File: config.mk
export PLATFORM = sky130hd
export DESIGN_NAME = column_init_gen_flat
export DESIGN_NICKNAME = d
export VERILOG_FILES = /design/src/rtl/column_init_gen_if.sv /design/src/rtl/column_init_gen.sv /design/src/flat_wrapper.sv
export SDC_FILE = /design/constraint.sdc
export NUM_CORES = 1
export LEC_CHECK = 0
export CAP_MARGIN = 30
export CORE_ASPECT_RATIO = 1.75
export CORE_UTILIZATION = 30
export DETAILED_ROUTE_END_ITERATION = 10
export PLACE_DENSITY_LB_ADDON = 0.05
export SYNTH_ARGS = -nofsm -noshare
export SYNTH_HDL_FRONTEND = slang
export SYNTH_SLANG_ARGS = --single-unit
File: constraint.sdc
create_clock -name clk -period 3.3 [get_ports clk]
set_input_delay 0.66 -clock clk [delete_from_list [all_inputs] [get_ports clk]]
set_output_delay 0.66 -clock clk [all_outputs]
set_load 0.01 [all_outputs]
File: src/rtl/column_init_gen_if.sv
// Beat stream from the initial-condition generator into the column memories.
// The master holds every beat field stable until out_ready is seen with out_valid.
interface column_init_gen_if #(
  parameter int DATA_W = 18,
  parameter int ROW_W  = 6,
  parameter int COL_W  = 5
);
  logic                     out_valid;
  logic                     out_ready;
  logic [ROW_W-1:0]         out_row;
  logic [COL_W-1:0]         out_col;
  logic signed [DATA_W-1:0] out_u_n;
  logic signed [DATA_W-1:0] out_u_nm1;
  logic                     out_last;

  modport master (
    output out_valid, out_row, out_col, out_u_n, out_u_nm1, out_last,
    input  out_ready
  );

  modport slave (
    input  out_valid, out_row, out_col, out_u_n, out_u_nm1, out_last,
    output out_ready
  );
endinterface

File: src/rtl/column_init_gen.sv
// Streams a triangular (1D) or pyramidal (2D) initial displacement, one node per beat,
// first beat the cycle after start; all beat outputs are registered and hold while stalled.
module column_init_gen #(
  parameter int DATA_W   = 18,
  parameter int FRAC_W   = 17,
  parameter int NUM_ROWS = 33,
  parameter int ROW_W    = 6,
  parameter int NUM_COLS = 1,
  parameter int COL_W    = 5
) (
  input  logic                clk,
  input  logic                rst,
  input  logic                start_i,
  input  logic                mode_i,
  input  logic [ROW_W-1:0]    peak_row_i,
  input  logic [COL_W-1:0]    peak_col_i,
  input  logic [DATA_W-1:0]   step_i,
  output logic                busy_o,
  output logic                done_o,
  column_init_gen_if.master   out_if
);

  if (FRAC_W >= DATA_W || NUM_ROWS < 2 || NUM_COLS < 1 ||
      (NUM_ROWS - 1) >= (1 << ROW_W) || (NUM_COLS - 1) >= (1 << COL_W)) begin : g_param_check
    $error("column_init_gen: illegal parameter combination");
  end

  localparam logic [ROW_W-1:0]  LAST_ROW = ROW_W'(NUM_ROWS - 1);
  localparam logic [COL_W-1:0]  LAST_COL = COL_W'(NUM_COLS - 1);
  localparam logic [DATA_W-1:0] SAT_MAX  = {1'b0, {(DATA_W-1){1'b1}}};
  localparam bit                USE_2D   = (NUM_COLS >= 3);

  typedef enum logic [1:0] {IDLE, RUN, FIN} state_t;

  state_t              state_q;
  logic                mode_q;
  logic [ROW_W-1:0]    peak_row_q;
  logic [COL_W-1:0]    peak_col_q;
  logic [DATA_W-1:0]   step_q;
  logic [ROW_W-1:0]    row_q, row_d;
  logic [COL_W-1:0]    col_q, col_d;
  logic [DATA_W-1:0]   r_q, r_d;
  logic [DATA_W-1:0]   c_q, c_d;
  logic [DATA_W-1:0]   u_q, u_d;
  logic                last_q, last_d;
  logic                vld_q;
  logic                busy_q;
  logic                done_q;
  logic                row_wrap;
  logic                xfer;

  function automatic logic [DATA_W-1:0] sat_step(input logic [DATA_W-1:0] acc,
                                                 input logic [DATA_W-1:0] stp,
                                                 input logic              up);
    logic [DATA_W:0] sum;
    sum = {1'b0, acc} + {1'b0, stp};
    if (up) begin
      return (sum > {1'b0, SAT_MAX}) ? SAT_MAX : sum[DATA_W-1:0];
    end
    return (acc < stp) ? '0 : acc - stp;
  endfunction

  // Boundary nodes are pinned to zero; the 2D profile is the lower of the two ramps.
  function automatic logic [DATA_W-1:0] node_val(input logic [ROW_W-1:0]  row,
                                                 input logic [COL_W-1:0]  col,
                                                 input logic [DATA_W-1:0] r,
                                                 input logic [DATA_W-1:0] c,
                                                 input logic              two_d);
    if (row == '0 || row == LAST_ROW) return '0;
    if (two_d && (col == '0 || col == LAST_COL)) return '0;
    if (two_d && (c < r)) return c;
    return r;
  endfunction

  // Everything for the following beat is precomputed so outputs update straight from flops.
  always_comb begin
    row_wrap = (row_q == LAST_ROW);
    row_d    = row_wrap ? '0 : row_q + ROW_W'(1);
    col_d    = row_wrap ? col_q + COL_W'(1) : col_q;
    r_d      = row_wrap ? '0 : sat_step(r_q, step_q, row_q < peak_row_q);
    c_d      = row_wrap ? sat_step(c_q, step_q, col_q < peak_col_q) : c_q;
    u_d      = node_val(row_d, col_d, r_d, c_d, mode_q);
    last_d   = (row_d == LAST_ROW) && (col_d == LAST_COL);
  end

  assign xfer = vld_q & out_if.out_ready;

  always_ff @(posedge clk or posedge rst) begin
    if (rst) begin
      state_q    <= IDLE;
      mode_q     <= 1'b0;
      peak_row_q <= '0;
      peak_col_q <= '0;
      step_q     <= '0;
      row_q      <= '0;
      col_q      <= '0;
      r_q        <= '0;
      c_q        <= '0;
      u_q        <= '0;
      last_q     <= 1'b0;
      vld_q      <= 1'b0;
      busy_q     <= 1'b0;
      done_q     <= 1'b0;
    end else begin
      case (state_q)
        IDLE: begin
          done_q <= 1'b0;
          if (start_i) begin
            state_q    <= RUN;
            mode_q     <= mode_i & USE_2D;
            peak_row_q <= peak_row_i;
            peak_col_q <= peak_col_i;
            step_q     <= step_i;
            row_q      <= '0;
            col_q      <= '0;
            r_q        <= '0;
            c_q        <= '0;
            u_q        <= '0;
            last_q     <= 1'b0;
            vld_q      <= 1'b1;
            busy_q     <= 1'b1;
          end
        end
        RUN: begin
          if (xfer) begin
            if (last_q) begin
              state_q <= FIN;
              vld_q   <= 1'b0;
              last_q  <= 1'b0;
              busy_q  <= 1'b0;
              done_q  <= 1'b1;
            end else begin
              row_q  <= row_d;
              col_q  <= col_d;
              r_q    <= r_d;
              c_q    <= c_d;
              u_q    <= u_d;
              last_q <= last_d;
            end
          end
        end
        FIN: begin
          state_q <= IDLE;
          done_q  <= 1'b0;
        end
        default: state_q <= IDLE;
      endcase
    end
  end

  assign busy_o           = busy_q;
  assign done_o           = done_q;
  assign out_if.out_valid = vld_q;
  assign out_if.out_row   = row_q;
  assign out_if.out_col   = col_q;
  assign out_if.out_u_n   = u_q;
  assign out_if.out_u_nm1 = u_q;
  assign out_if.out_last  = last_q;

endmodule

File: src/flat_wrapper.sv
// flat-port wrapper written by rule: the top's interface ports become plain ports
module column_init_gen_flat 
#(
  parameter int DATA_W   = 18,
  parameter int FRAC_W   = 17,
  parameter int NUM_ROWS = 33,
  parameter int ROW_W    = 6,
  parameter int NUM_COLS = 1,
  parameter int COL_W    = 5
)
  (clk, rst, start_i, mode_i, peak_row_i, peak_col_i, step_i, busy_o, done_o, out_if_out_valid, out_if_out_row, out_if_out_col, out_if_out_u_n, out_if_out_u_nm1, out_if_out_last, out_if_out_ready);
  column_init_gen_if #(.DATA_W(DATA_W), .ROW_W(ROW_W), .COL_W(COL_W)) out_if_i ();
  input  logic clk;
  input  logic rst;
  input  logic start_i;
  input  logic mode_i;
  input  logic [ROW_W-1:0] peak_row_i;
  input  logic [COL_W-1:0] peak_col_i;
  input  logic [DATA_W-1:0] step_i;
  output logic busy_o;
  output logic done_o;
  output wire logic [$bits(out_if_i.out_valid)-1:0] out_if_out_valid;
  output wire logic [$bits(out_if_i.out_row)-1:0] out_if_out_row;
  output wire logic [$bits(out_if_i.out_col)-1:0] out_if_out_col;
  output wire logic [$bits(out_if_i.out_u_n)-1:0] out_if_out_u_n;
  output wire logic [$bits(out_if_i.out_u_nm1)-1:0] out_if_out_u_nm1;
  output wire logic [$bits(out_if_i.out_last)-1:0] out_if_out_last;
  input wire logic [$bits(out_if_i.out_ready)-1:0] out_if_out_ready;
  assign out_if_out_valid = out_if_i.out_valid;
  assign out_if_out_row = out_if_i.out_row;
  assign out_if_out_col = out_if_i.out_col;
  assign out_if_out_u_n = out_if_i.out_u_n;
  assign out_if_out_u_nm1 = out_if_i.out_u_nm1;
  assign out_if_out_last = out_if_i.out_last;
  assign out_if_i.out_ready = out_if_out_ready;
  column_init_gen #(.DATA_W(DATA_W), .FRAC_W(FRAC_W), .NUM_ROWS(NUM_ROWS), .ROW_W(ROW_W), .NUM_COLS(NUM_COLS), .COL_W(COL_W)) u_core (.clk(clk), .rst(rst), .start_i(start_i), .mode_i(mode_i), .peak_row_i(peak_row_i), .peak_col_i(peak_col_i), .step_i(step_i), .busy_o(busy_o), .done_o(done_o), .out_if(out_if_i));
endmodule
Run 1, pin map:
Pins as bars across the die edge, other pins in grey.
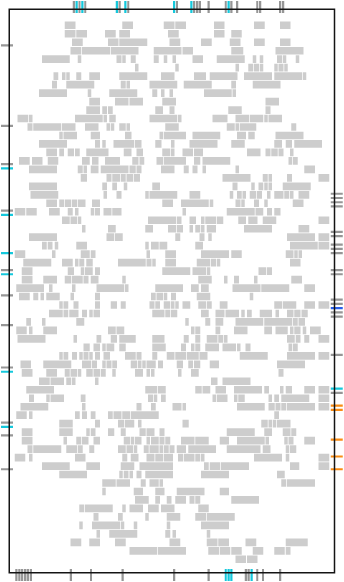
Key: `out_if_out_col` = orange [pins 5, direction output, edge right]; `out_if_out_u_n` = cyan [pins 18, direction output, edge 7 top, 6 left, 4 bottom, 1 right]; `start_i` = blue [pins 1, direction input, edge right]
All pins by edge: 24 right, 24 top, 20 bottom, 17 left.

Run 1, placement by cell class:
Fill, decap, tap and diode cells in grey.
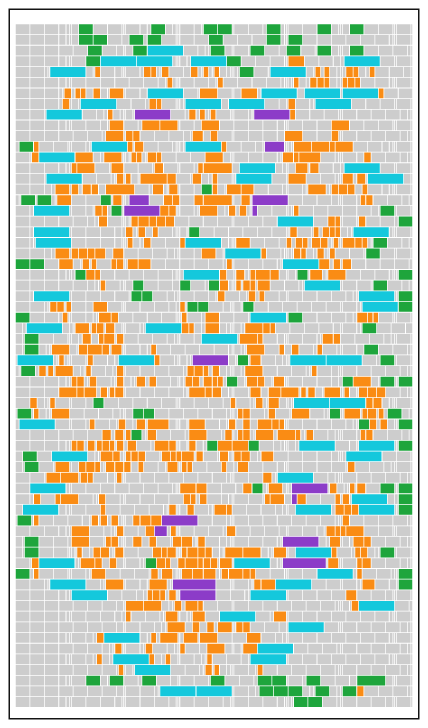
Key: clock drivers and dummy loads = purple [cells 16]; other buffers and delay cells = green [cells 106]; all other logic = orange [cells 516]; flip-flops = cyan [cells 76]

Run 1, cell outlines without signal wires:
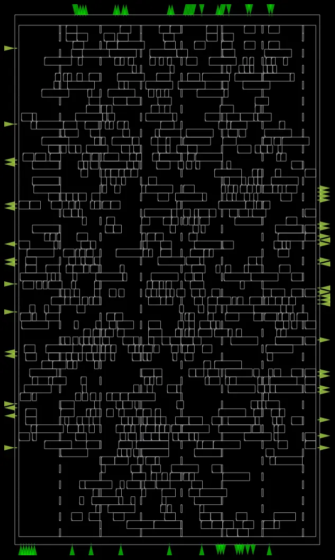
Core Box Area: 0.01762 sq mm
sequential cell count: 76
Well-Tap Cells: 231
final cell count without fillers: 945
fillcell total: 1839

==> flow_summary.ini, run 1 <==
; generated from flow reports
[outcome]
result_of_the_run = finished, final reports clean

[worst_setup_path]
timing.setup.critical_path_class = reg2reg
timing.critical_path.slowest_stage_cell = sky130_fd_sc_hd__or3b_4
critical_path_buf_inv_count = 1
worst-endpoint-required_ns = 3.53
critical_path_peak_fanout = 18

[yosys]
synth_nets = 722
yosys_warnings = 0
synth-edff-count = 0
logic_family = AND-OR/OR-AND gates
synthAdderAreaFrac_pct = 10.83
synth_cells = 642
synth-main-ff-cell = sky130_fd_sc_hd__dfrtp_1
synth_flops = 76
avgSynthCellArea_sq_um = 8.493
synthDominantAreaCellType = sky130_fd_sc_hd__dfrtp_1

[die]
placement_rows = 64
ioPinCount = 85
die_h_um = 180.3
die_x_um = 103.9

[global_route]
grt-busiest-layer = met2
groute.layer.met3.usage_pct = 2.568
grt_use_total_pct = 19.07

[final_timing]
timing.final.setup_violations = 0
finalHoldViolations = 0
worst_hold_slack_across_all_endpoints_ns = 0.4833
max_slew_headroom_pct = 51.78
finalClockSkew_ns = 0.008183
setup-tns-final_ns = 0
worst_slew_pin_slew_ns = 0.7216

[pwr]
vdd_drop_max_uv = 437.5
power.combinational.fraction_pct = 63.6
swShare_pct = 46.05

[clock_tree]
numCtsBuffers = 9
cts.reportedPaths.clkPinSlew_ns = 0.07
clock_insertion_delay_worst_skew_ns = 0.35
clock_tree.buffer_depth = 2

[route]
post_drt_wl_per_cell_um = 18.00
drt_drc_violations_left = 0
route.detailed.vias_per_inst = 5.274
drtIter0Drc = 164

[run]
stage_log_warnings = 51

[layout]
layout_top_cells_excl_fill_tap = sky130_fd_sc_hd__clkdlybuf4s50_1 (78), sky130_fd_sc_hd__dfrtp_1 (76), sky130_fd_sc_hd__o21ai_0 (66), sky130_fd_sc_hd__nand2_1 (62), sky130_fd_sc_hd__a21oi_1 (49)
antenna_cells_inserted = 0
final_net_count = 789

[placement]
place_hpwl_mm = 12.71
placed_cells = 929
-- run 1: cell families (layout without fill, tap and decap cells) --
logic type	count (synthesis)	after routing
XOR/XNOR	10	10
flip-flops	76	76
buffers and inverters	96	168
multiplexers	3	3
adder cells (fa/ha/maj)	46	46
AND/OR/NAND/NOR	207	207
AND-OR/OR-AND	204	204
-- run 1: per-stage QoR --
stage / setup slack (ns) / instance area [sq um] / total power [uW] / util [%]
finish: 0.1827 / 6798 / 7435 / 38.59
global route: 0.01438 / 6798 / 8063 / 38.59
CTS: 0.1678 / 6798 / 7489 / 38.59
detailed placement: 0.1905 / 6469 / 6317 / 36.72
global placement: 0.2192 / 6469 / 6285 / 36.72
floorplan: 0.6775 / 5453 / 4783 / -
-- run 1: worst register-to-register path, stage by stage, from the launching register on --
cell,delay [ns]
sky130_fd_sc_hd__dfrtp_1,0.39
sky130_fd_sc_hd__ha_1,0.22
sky130_fd_sc_hd__inv_1,0.07
sky130_fd_sc_hd__fa_1,0.25
sky130_fd_sc_hd__o21bai_4,0.10
sky130_fd_sc_hd__a211oi_4,0.34
sky130_fd_sc_hd__nor4_1,0.12
sky130_fd_sc_hd__o311a_1,0.32
sky130_fd_sc_hd__or3b_4,0.41
sky130_fd_sc_hd__nand2_4,0.26
sky130_fd_sc_hd__o31ai_1,0.17
sky130_fd_sc_hd__a221o_1,0.37
-- run 1: sequential cells by signal, indices dropped and copies added, names as in the netlist --
signal                   count
u_core.state_q               2
u_core.step_q               18
u_core.r_q                  18
u_core.out_if.out_row        6
u_core.out_if.out_u_n       18
u_core.out_if.out_valid      1
u_core.out_if.out_last       1
u_core.done_o                1
u_core.peak_row_q            6
u_core.out_if.out_col        5
-- run 1: power by group through the flow --
stage               logic [uW]  clock network [uW]  registers, uW
finish                    4730                1120           1590
global route              5230                1180           1650
CTS                       4740                1150           1600
detailed placement        4710                   0           1610
global placement          4690                   0           1600
floorplan                 3210                   0           1570
-- run 1: area by class of cell --
type,count,area (sq um)
inverter,46,173.9
tap,231,289.0
clock buffer,13,260.3
multi-input combinational,470,3100
fill,1839,10820
timing repair buffer,106,1003
sequential,76,1902
clock inverter,3,68.82
-- run 1: path summary, 6_finish.rpt --
check                         startpoint                   endpoint  cells past startpoint
min in group asynchronous            rst   u_core.out_if.out_col[4]                      3
max in group asynchronous            rst              u_core.r_q[2]                      3
min                        u_core.done_o              u_core.done_o                      2
max reg2reg                u_core.r_q[0]  u_core.out_if.out_u_n[16]                     11
min reg2reg                u_core.done_o              u_core.done_o                      2
max                        u_core.r_q[0]  u_core.out_if.out_u_n[16]                     11
-- run 1: routing by layer --
layer,wire [um],part of all wire [%]
met3,386,2.3
met5,0,0
met1,6792,40
met2,9287,55
met4,540,3.2
## Run 2: what changed since run 1
--- a/config.mk
+++ b/config.mk
@@ -6,10 +6,11 @@
 export NUM_CORES = 1
 export LEC_CHECK = 0
 export CAP_MARGIN = 30
-export CORE_ASPECT_RATIO = 1.75
+export CORE_ASPECT_RATIO = 2
 export CORE_UTILIZATION = 30
 export DETAILED_ROUTE_END_ITERATION = 10
 export PLACE_DENSITY_LB_ADDON = 0.05
+export SKIP_LAST_GASP = 1
 export SYNTH_ARGS = -nofsm -noshare
 export SYNTH_HDL_FRONTEND = slang
 export SYNTH_SLANG_ARGS = --single-unit
Run 2, clock distribution:
Scale bar: 20 um.
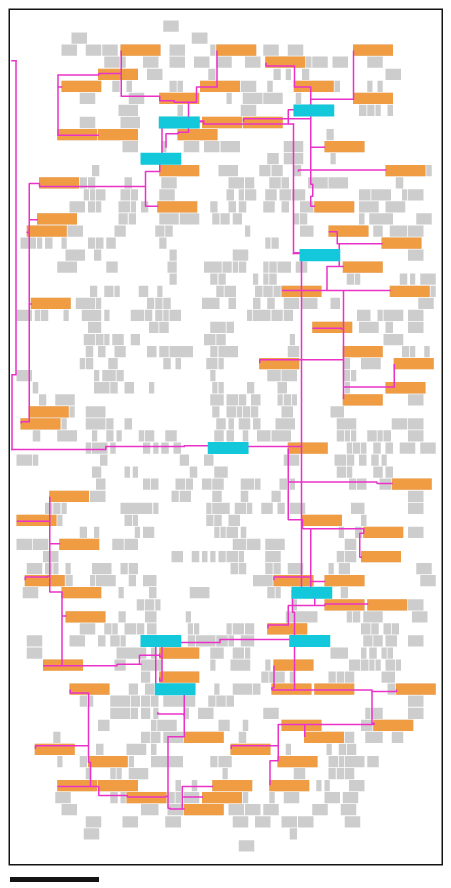
Key: cells driving clock nets = cyan [count 9]; clock wires = magenta [length 1250 um]; flip-flops = orange [count 76]
Position of the flops: widely spread.

Run 2, cell outlines without signal wires:
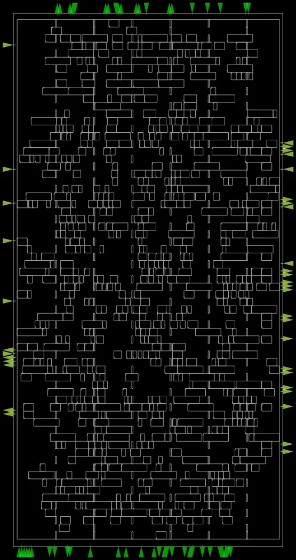
final cell count without fillers: 924
sequential cell area share: 28.44%

==> run 2 against run 1 <==
  * Register-to-register slack gained 0.06 ns
  * Sequential power hardly changed
  * Die size about the same
  * Via count is 0.70% lower
  * Global-route usage is 0.35 points higher
  * Worst setup slack gained 0.060 ns
  * Sequential share of layout area grew 0.46 points
  * Synthesized area did not move
  * Critical path depth is the same
  * First-iteration DRC count grew 12%
  * Critical endpoint unchanged
==> flow_summary.ini, run 2 <==
; generated from flow reports
[clock_tree]
cts.root.buffer_cell = sky130_fd_sc_hd__clkbuf_16
clock_tree.buffer_depth = 2
cts.reportedPaths.clkPinSlew_ns = 0.06
tritoncts = yes
cts_repair_resize_count = 0
clock_insertion_delay_worst_skew_ns = 0.34
numCtsBuffers = 9
numClockSinks = 76

[worst_setup_path]
worst-endpoint-required_ns = 3.52
timing.rr.end = u_core.out_if.out_u_n[16]
critPathCapture = u_core.out_if.out_u_n[16]
worstReg2RegStart = u_core.r_q[0]
start_point_of_the_critical_path = u_core.r_q[0]
critical_path_peak_fanout = 18
number_of_cell_instances_on_the_worst_register_to_register_path = 11
regToRegSetupSlack_ns = 0.24
timing.setup.critical_path_class = reg2reg

[layout]
final-comb-area_sq_mm = 0.003100
layout_top_cells_excl_fill_tap = sky130_fd_sc_hd__clkdlybuf4s50_1 (78), sky130_fd_sc_hd__dfrtp_1 (76), sky130_fd_sc_hd__o21ai_0 (66), sky130_fd_sc_hd__nand2_1 (62), sky130_fd_sc_hd__a21oi_1 (49)
flop_area_sq_mm = 0.001902
final_net_count = 786
num-fill-cells = 1869
antenna_cells_inserted = 0
mostFrequentLayoutCell = sky130_fd_sc_hd__clkdlybuf4s50_1

[final_timing]
timing.final.setup_violations = 0
slew_violations = 0
max_slew_headroom_pct = 52.23
finalHoldViolations = 0
setup-tns-final_ns = 0
finalClockPeriodUsage_pct = 92.65
worst_slew_pin_slew_ns = 0.7157
worst_setup_slack_after_layout_ns = 0.2427
finalClockSkew_ns = 0.006419

[yosys]
ys_top_cells_by_count = sky130_fd_sc_hd__dfrtp_1 (76), sky130_fd_sc_hd__o21ai_0 (66), sky130_fd_sc_hd__nand2_1 (62)
avgSynthCellArea_sq_um = 8.493
synth_cells = 642
async_s_r_ff_share_synth_pct = 100.0
synth-main-ff-cell = sky130_fd_sc_hd__dfrtp_1
synth_nets = 722
synth_flops = 76
synthDominantAreaCellType = sky130_fd_sc_hd__dfrtp_1
yosys_warnings = 0
synth-edff-count = 0

[global_route]
grt_use_total_pct = 19.42
antenna_found_initial = 0
first_global_vias = 5215

[pwr]
internal-power_uw = 3813
final_total_power_uw = 7232
seqPwrFrac_pct = 21.8
swShare_pct = 47.27
power.leakage_uw = 0.002956
power.combinational.fraction_pct = 65.7
clock_network_fraction_of_total_power_pct = 12.5
vdd_drop_max_uv = 397.4

[run]
stage_log_warnings = 51

[die]
die_h_um = 192.7
ioPinCount = 85
placeableCoreArea_sq_mm = 0.01778
placement_rows = 69
chip_area_sq_mm = 0.01875
die_x_um = 97.33

[route]
drt_drc_violations_left = 0
post_drt_wl_per_cell_um = 18.81
route.detailed.vias_per_inst = 5.356
drtIter0Drc = 184
drt.antenna.violating_nets = 0

[placement]
dpl_worst_slack_ns = 0.2422
place_hpwl_mm = 13.70

[outcome]
result_of_the_run = finished, final reports clean

[worst_hold_path]
hold_path_startpoint = u_core.state_q[1]
==> run 2: netlist changes by cell type in the layout (fill, tap and decap cells not counted) <==
cell | before | now
sky130_fd_sc_hd__buf_4 | 27 | 24
sky130_fd_sc_hd__bufinv_16 | 2 | 0
sky130_fd_sc_hd__clkbuf_1 | 2 | 4
sky130_fd_sc_hd__clkinv_2 | 1 | 3
sky130_fd_sc_hd__clkbuf_8 | 2 | 1
sky130_fd_sc_hd__clkinv_4 | 1 | 0
==> run 2: cell families (layout without fill, tap and decap cells) <==
logic type / after synthesis / in the layout / synth area share [%]
AND/OR/NAND/NOR: 207 / 207 / 18.79
AND-OR/OR-AND: 204 / 204 / 24.71
buffers and inverters: 96 / 165 / 8.582
flip-flops: 76 / 76 / 34.88
adder cells (fa/ha/maj): 46 / 46 / 10.83
XOR/XNOR: 10 / 10 / 1.606
multiplexers: 3 / 3 / 0.5966
==> run 2: layout make-up <==
type	count	area share, %
clock inverters	2	0.1497
clock buffers	14	3.798
flip-flops and latches	76	28.44
repair buffers	103	14.67
well taps	213	3.985
inverters	46	2.601
multi-input cells	470	46.36
==> run 2: metrics by stage <==
stage               util [%]  hold WS, ns  instance area (sq um)  instances
floorplan                  -       0.4333                   5453        642
global placement       36.12       0.4732                   6424        908
detailed placement     36.12       0.4742                   6424        908
CTS                    37.60       0.4886                   6688        924
global route           37.60       0.5181                   6688        924
finish                 37.60       0.4876                   6688        924
==> run 2: per-layer routing <==
| layer | up-vias | GRT usage [%] | wire length (um) |
|---|---|---|---|
| li1 | 2392 | - | - |
| met1 | 2391 | 18.25 | 6049 |
| met2 | 119 | 38.54 | 9872 |
| met3 | 47 | 2.318 | 401 |
| met4 | 0 | 13.12 | 1053 |
| met5 | - | 0 | 0 |
==> run 2: worst min path at each step <==
stage | endpoint | slack [ns] | depth (start not counted)
after global routing | u_core.done_o | 0.52 | 2
after global placement | u_core.done_o | 0.47 | 2
final | u_core.state_q[0] | 0.49 | 1
after floorplan | u_core.state_q[0] | 0.43 | 1
after detailed placement | u_core.done_o | 0.47 | 2
after CTS | u_core.done_o | 0.49 | 2
==> run 2: power groups by stage <==
stage | Sequential (uW) | Combinational [uW] | Clock (uW)
after floorplan | 1570 | 3210 | 0
after global placement | 1580 | 4750 | 0
after detailed placement | 1600 | 4770 | 0
after CTS | 1590 | 4800 | 945
after global routing | 1630 | 5230 | 972
final | 1570 | 4750 | 907
==> run 2: worst max-delay path, cell delays in order, from the launching register on <==
cell and delay [ns]:
sky130_fd_sc_hd__dfrtp_1 0.39, sky130_fd_sc_hd__ha_1 0.21, sky130_fd_sc_hd__inv_1 0.08, sky130_fd_sc_hd__fa_1 0.26, sky130_fd_sc_hd__o21bai_4 0.11, sky130_fd_sc_hd__a211oi_4 0.33, sky130_fd_sc_hd__nor4_1 0.12, sky130_fd_sc_hd__o311a_1 0.30
sky130_fd_sc_hd__or3b_4 0.40, sky130_fd_sc_hd__nand2_4 0.23, sky130_fd_sc_hd__o31ai_1 0.15, sky130_fd_sc_hd__a221o_1 0.36
Power figures rest on the tool's default switching activity, not on a simulated workload.
